File: src/rtl/fifo_nibble_packer.sv
// -----------------------------------------------------------------------------
// fifo_nibble_packer
//   Drain stage that sits on the read side of a small FIFO. While the FIFO is
//   non-empty it issues read requests and captures each WIDTH-bit entry one
//   cycle later. It packs PACK consecutive entries into one OUT_W-bit word and
//   presents that word on a valid/ready output port. A flush pulse forces out
//   a partially filled word so entries are never left stranded.
//
// Ports
//   clk_in     in   1      clock, shared with the FIFO read side
//   rst_n      in   1      asynchronous active-low reset
//   empty      in   1      FIFO empty flag
//   rd_rq      out  1      FIFO read request (combinational)
//   rdata      in   WIDTH  FIFO read data, valid the cycle after an accepted rd_rq
//   flush      in   1      one-cycle pulse: emit the partial word
//   out_data   out  OUT_W  packed word
//   out_valid  out  1      out_data valid
//   out_ready  in   1      consumer accepts the word
//   out_count  out  CW     number of valid entries in out_data (1..PACK)
//   busy       out  1      entries held, a read in flight, or a word presented
//   dbg_state  out  1      current FSM state (0 = FILL, 1 = HOLD)
//
// Output handshake: a word transfers on a rising clk_in edge where
// out_valid=1 and out_ready=1. Once out_valid is raised it stays high, and
// out_data/out_count stay unchanged, until that transfer happens; out_valid
// never depends combinationally on out_ready.
// -----------------------------------------------------------------------------
module fifo_nibble_packer #(
   parameter int WIDTH     = 4,
   parameter int PACK      = 2,
   parameter int LSB_FIRST = 1,
   localparam int OUT_W    = WIDTH * PACK,
   localparam int CW       = $clog2(PACK + 1)
) (
   input  logic             clk_in,
   input  logic             rst_n,
   input  logic             empty,
   output logic             rd_rq,
   input  logic [WIDTH-1:0] rdata,
   input  logic             flush,
   output logic [OUT_W-1:0] out_data,
   output logic             out_valid,
   input  logic             out_ready,
   output logic [CW-1:0]    out_count,
   output logic             busy,
   output logic             dbg_state
);

   typedef enum logic {
      FILL = 1'b0,
      HOLD = 1'b1
   } state_t;

   localparam logic [CW-1:0] PACK_C  = CW'(PACK);
   localparam logic [CW:0]   PACK_C1 = (CW + 1)'(PACK);

   state_t        state;
   logic [CW-1:0] cnt;         // entries already captured into out_data
   logic          pend;        // a read was accepted last cycle; rdata arrives now
   logic          flush_pend;  // flush seen but not yet acted on
   logic [CW-1:0] cnt_inc;
   logic [CW:0]   inflight;

   // Bit offset of slot k; LSB_FIRST=0 mirrors the slot order.
   function automatic int slot_lo(input int k);
      return (LSB_FIRST != 0) ? (k * WIDTH) : ((PACK - 1 - k) * WIDTH);
   endfunction

   assign cnt_inc  = cnt + 1'b1;
   // Count the in-flight read too, so a word never gets more than PACK reads.
   assign inflight = {1'b0, cnt} + {{CW{1'b0}}, pend};

   // A pending flush blocks new reads so the partial word is cut exactly at
   // the entries already requested.
   assign rd_rq = (state == FILL) && !empty && !flush_pend && (inflight < PACK_C1);

   assign busy      = (cnt != '0) || pend || out_valid;
   assign dbg_state = (state == HOLD);

   always_ff @(posedge clk_in or negedge rst_n) begin
      if (!rst_n) begin
         state      <= FILL;
         cnt        <= '0;
         pend       <= 1'b0;
         flush_pend <= 1'b0;
         out_data   <= '0;
         out_valid  <= 1'b0;
         out_count  <= '0;
      end else begin
         pend <= rd_rq;
         // A new pulse always wins over a clear, so a flush is never lost.
         if (flush) begin
            flush_pend <= 1'b1;
         end
         case (state)
            FILL: begin
               if (pend) begin
                  for (int k = 0; k < PACK; k++) begin
                     if (cnt == CW'(k)) begin
                        out_data[slot_lo(k) +: WIDTH] <= rdata;
                     end
                  end
                  cnt <= cnt_inc;
                  if (cnt_inc == PACK_C) begin
                     state     <= HOLD;
                     out_valid <= 1'b1;
                     out_count <= PACK_C;
                     if (!flush) begin
                        flush_pend <= 1'b0;
                     end
                  end
               end else if (flush_pend) begin
                  // Nothing in flight: emit the partial word, or simply
                  // retire the flush when there is nothing to emit.
                  if (cnt != '0) begin
                     state     <= HOLD;
                     out_valid <= 1'b1;
                     out_count <= cnt;
                  end
                  if (!flush) begin
                     flush_pend <= 1'b0;
                  end
               end
            end
            HOLD: begin
               if (out_ready) begin
                  state     <= FILL;
                  out_valid <= 1'b0;
                  cnt       <= '0;
                  out_data  <= '0;
                  out_count <= '0;
               end
            end
            default: begin
               state <= FILL;
            end
         endcase
      end
   end

endmodule
File: config.mk
export PLATFORM = sky130hd
export DESIGN_NAME = fifo_nibble_packer
export DESIGN_NICKNAME = d
export VERILOG_FILES = /design/src/rtl/fifo_nibble_packer.sv
export SDC_FILE = /design/constraint.sdc
export NUM_CORES = 1
export LEC_CHECK = 0
export ABC_AREA = 1
export CAP_MARGIN = 20
export CORE_ASPECT_RATIO = 1.1
export CORE_MARGIN = 3
export CORE_UTILIZATION = 30
export CTS_CLUSTER_DIAMETER = 30
export DETAILED_ROUTE_END_ITERATION = 6
export GPL_TIMING_DRIVEN = 0
export SLEW_MARGIN = 10
export SYNTH_ARGS = -nofsm -noshare
export SYNTH_HDL_FRONTEND = slang
export SYNTH_SLANG_ARGS = --single-unit
File: constraint.sdc
create_clock -name clk_in -period 3.5 [get_ports clk_in]
set_clock_uncertainty 0.15 [all_clocks]
set_input_delay 0.7 -clock clk_in [delete_from_list [all_inputs] [get_ports clk_in]]
set_output_delay 0.7 -clock clk_in [all_outputs]
set_load 0.005 [all_outputs]
==> changes_impl.md <==
### Changed

- Status: finished, final reports clean
- Mapped Cells: 89
- Floorplan Nets: 100
- CTS Hold Buffers Added: 0
- Setup WS post-layout: 0.797 ns
- Post-synth EDFFs: 0
- Antenna cells: 0
- Core Region: 2360 um^2
- Net count, final: 127
- CTS Sinks: 16
- Max cap viols: 0
- Initial DRC Count: 17
- Peak VDD IR: 0.000394 V
- Global placer's final weighted congestion: 0.888
- CTS root buf: clkbuf_4
- Global-route wire length before repair: 2680 um
- Final instance area: 1060 um^2
- CP endpoint kind: primary output
- TNS Setup: 0 ns
- Overall power: 0.813 mW
- CP arrival: 1.85 ns
- Fraction of power consumed by sequential logic: 0.380
- Initial antenna violation count: 0
- CTS tree: yes
- Vias in the first global route: 673
- #FFs+latches synth: 16
- Slew Limit Fails: 0
- Worst Setup Start Kind: input port
- Clock latency on the worst-skew pair: 0.28 ns
- Final-report hold violation count: 0
- Synthesized area: 777 um^2
- Switching power total: 0.312 mW
- Switching share of total power: 0.384
- Synth Flop Type: dfrtp_1
- Max clock buf depth: 2
- Final setup viols: 0
- CP Data Required Time: 2.65 ns
- Unique cell types: 16
- Clock group share of total power: 0.114
- Gate power share: 0.506
- F_max: 370 MHz
- Yosys stat area: 777 um^2
- Max-area cell share: 0.515
## sequential cells by signal, indices dropped and copies added, names as in the netlist
| signal | count |
|---|---|
| out_data | 8 |
| cnt | 2 |
| out_count | 2 |
| dbg_state | 1 |
| flush_pend | 1 |
| out_valid | 1 |
| pend | 1 |
## path summary, 6_finish.rpt
kind	startpoint	slack [ns]	cells after the start	to
max	empty	0.80	3	rd_rq
min	out_count[1]$_DFFE_PN0P_	0.33	2	out_count[1]$_DFFE_PN0P_
max reg2reg	cnt[0]$_DFFE_PN0P_	1.96	8	out_count[0]$_DFFE_PN0P_
min reg2reg	out_count[1]$_DFFE_PN0P_	0.33	2	out_count[1]$_DFFE_PN0P_
max in group asynchronous	rst_n	2.06	1	pend$_DFF_PN0_
min in group asynchronous	rst_n	0.69	1	out_data[0]$_DFFE_PN0P_
## cells by family after synthesis
logic type | count (synthesis) | share of synthesized area
compound gates | 13 | 0.127
buf+inv | 15 | 0.0725
flops | 16 | 0.515
fa+ha+maj | 2 | 0.0322
simple gates | 43 | 0.253
## critical path, stage by stage
cell and delay, ns:
clkdlybuf4s50_1 0.39, nor3_1 0.22, clkdlybuf4s50_1 0.54
## power groups by stage
stage / logic, mW / clock network, mW / registers (mW)
after floorplan: 0.222 / 0 / 0.312
after global placement: 0.411 / 0 / 0.312
after detailed placement: 0.415 / 0 / 0.313
after CTS: 0.418 / 0.0991 / 0.310
after global routing: 0.467 / 0.103 / 0.319
final: 0.411 / 0.0928 / 0.309
## final cells by class
type,count,area [um^2]
tap,30,37.5
inverter,15,56.3
multi-input combinational,58,320
fill,261,1310
sequential,16,400
clock buffer,3,22.5
timing repair buffer,22,220
## placed cells by master, fill, tap and decap left out, drive strengths merged
cell type	Yosys	final
nand4	1	1
clkdlybuf4s50	0	22
nand2	28	28
o21ai	12	12
ha	2	2
nand3	7	7
dfrtp	16	16
nor3	1	1
clkbuf	0	3
nor2	6	6
inv	15	15
a31o	1	1
## layer usage
layer,track usage,wire length (um)
met3,0.0277,131
met2,0.185,743
met4,0.0534,8
met1,0.136,694
met5,0,0
## stage by stage
stage,cells,utilization
3_5_place_dp,141,0.438
2_1_floorplan,89,-
6_report,144,0.447
3_3_place_gp,141,0.438
5_1_grt,144,0.447
4_1_cts,144,0.447
### Signal wires on met1

Scale bar: 20 um.
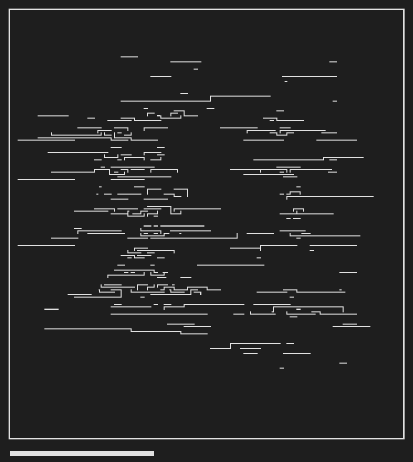
- share of all routed wire: 44%
- main direction: horizontal
- wire length on this layer: 694 um
- nets with wire on the layer: 103
met1 Use GR: 0.136
Routed WL: 1580 um
detailed-route via count: 651

### Signal wires on met2

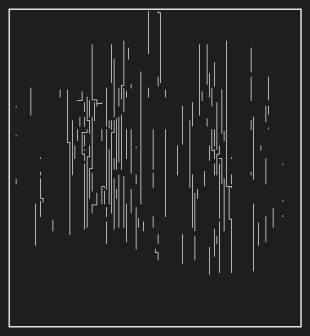
- longest straight run: 27.4 um
- main direction: vertical
- nets with wire on the layer: 106
met2 Use GR: 0.185

### Wiring heat map

Scale bar: 20 um. The die is cut into 11 by 12 equal tiles; black is low, pale yellow is high, scaled to the fullest tile. Values are wire area over tile area, all layers added.
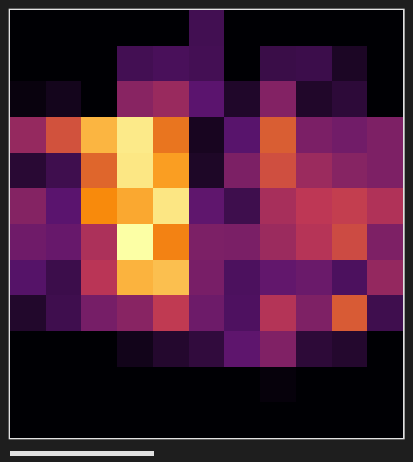
- tiles over half the peak: 15%
- fullest tile: 0.32
- mean over tiles: 0.079
- emptiest ninth of the die: bottom left
wire per inst: 11.0 um
Total GRT Usage: 0.113

Power figures rest on the tool's default switching activity, not on a simulated workload.
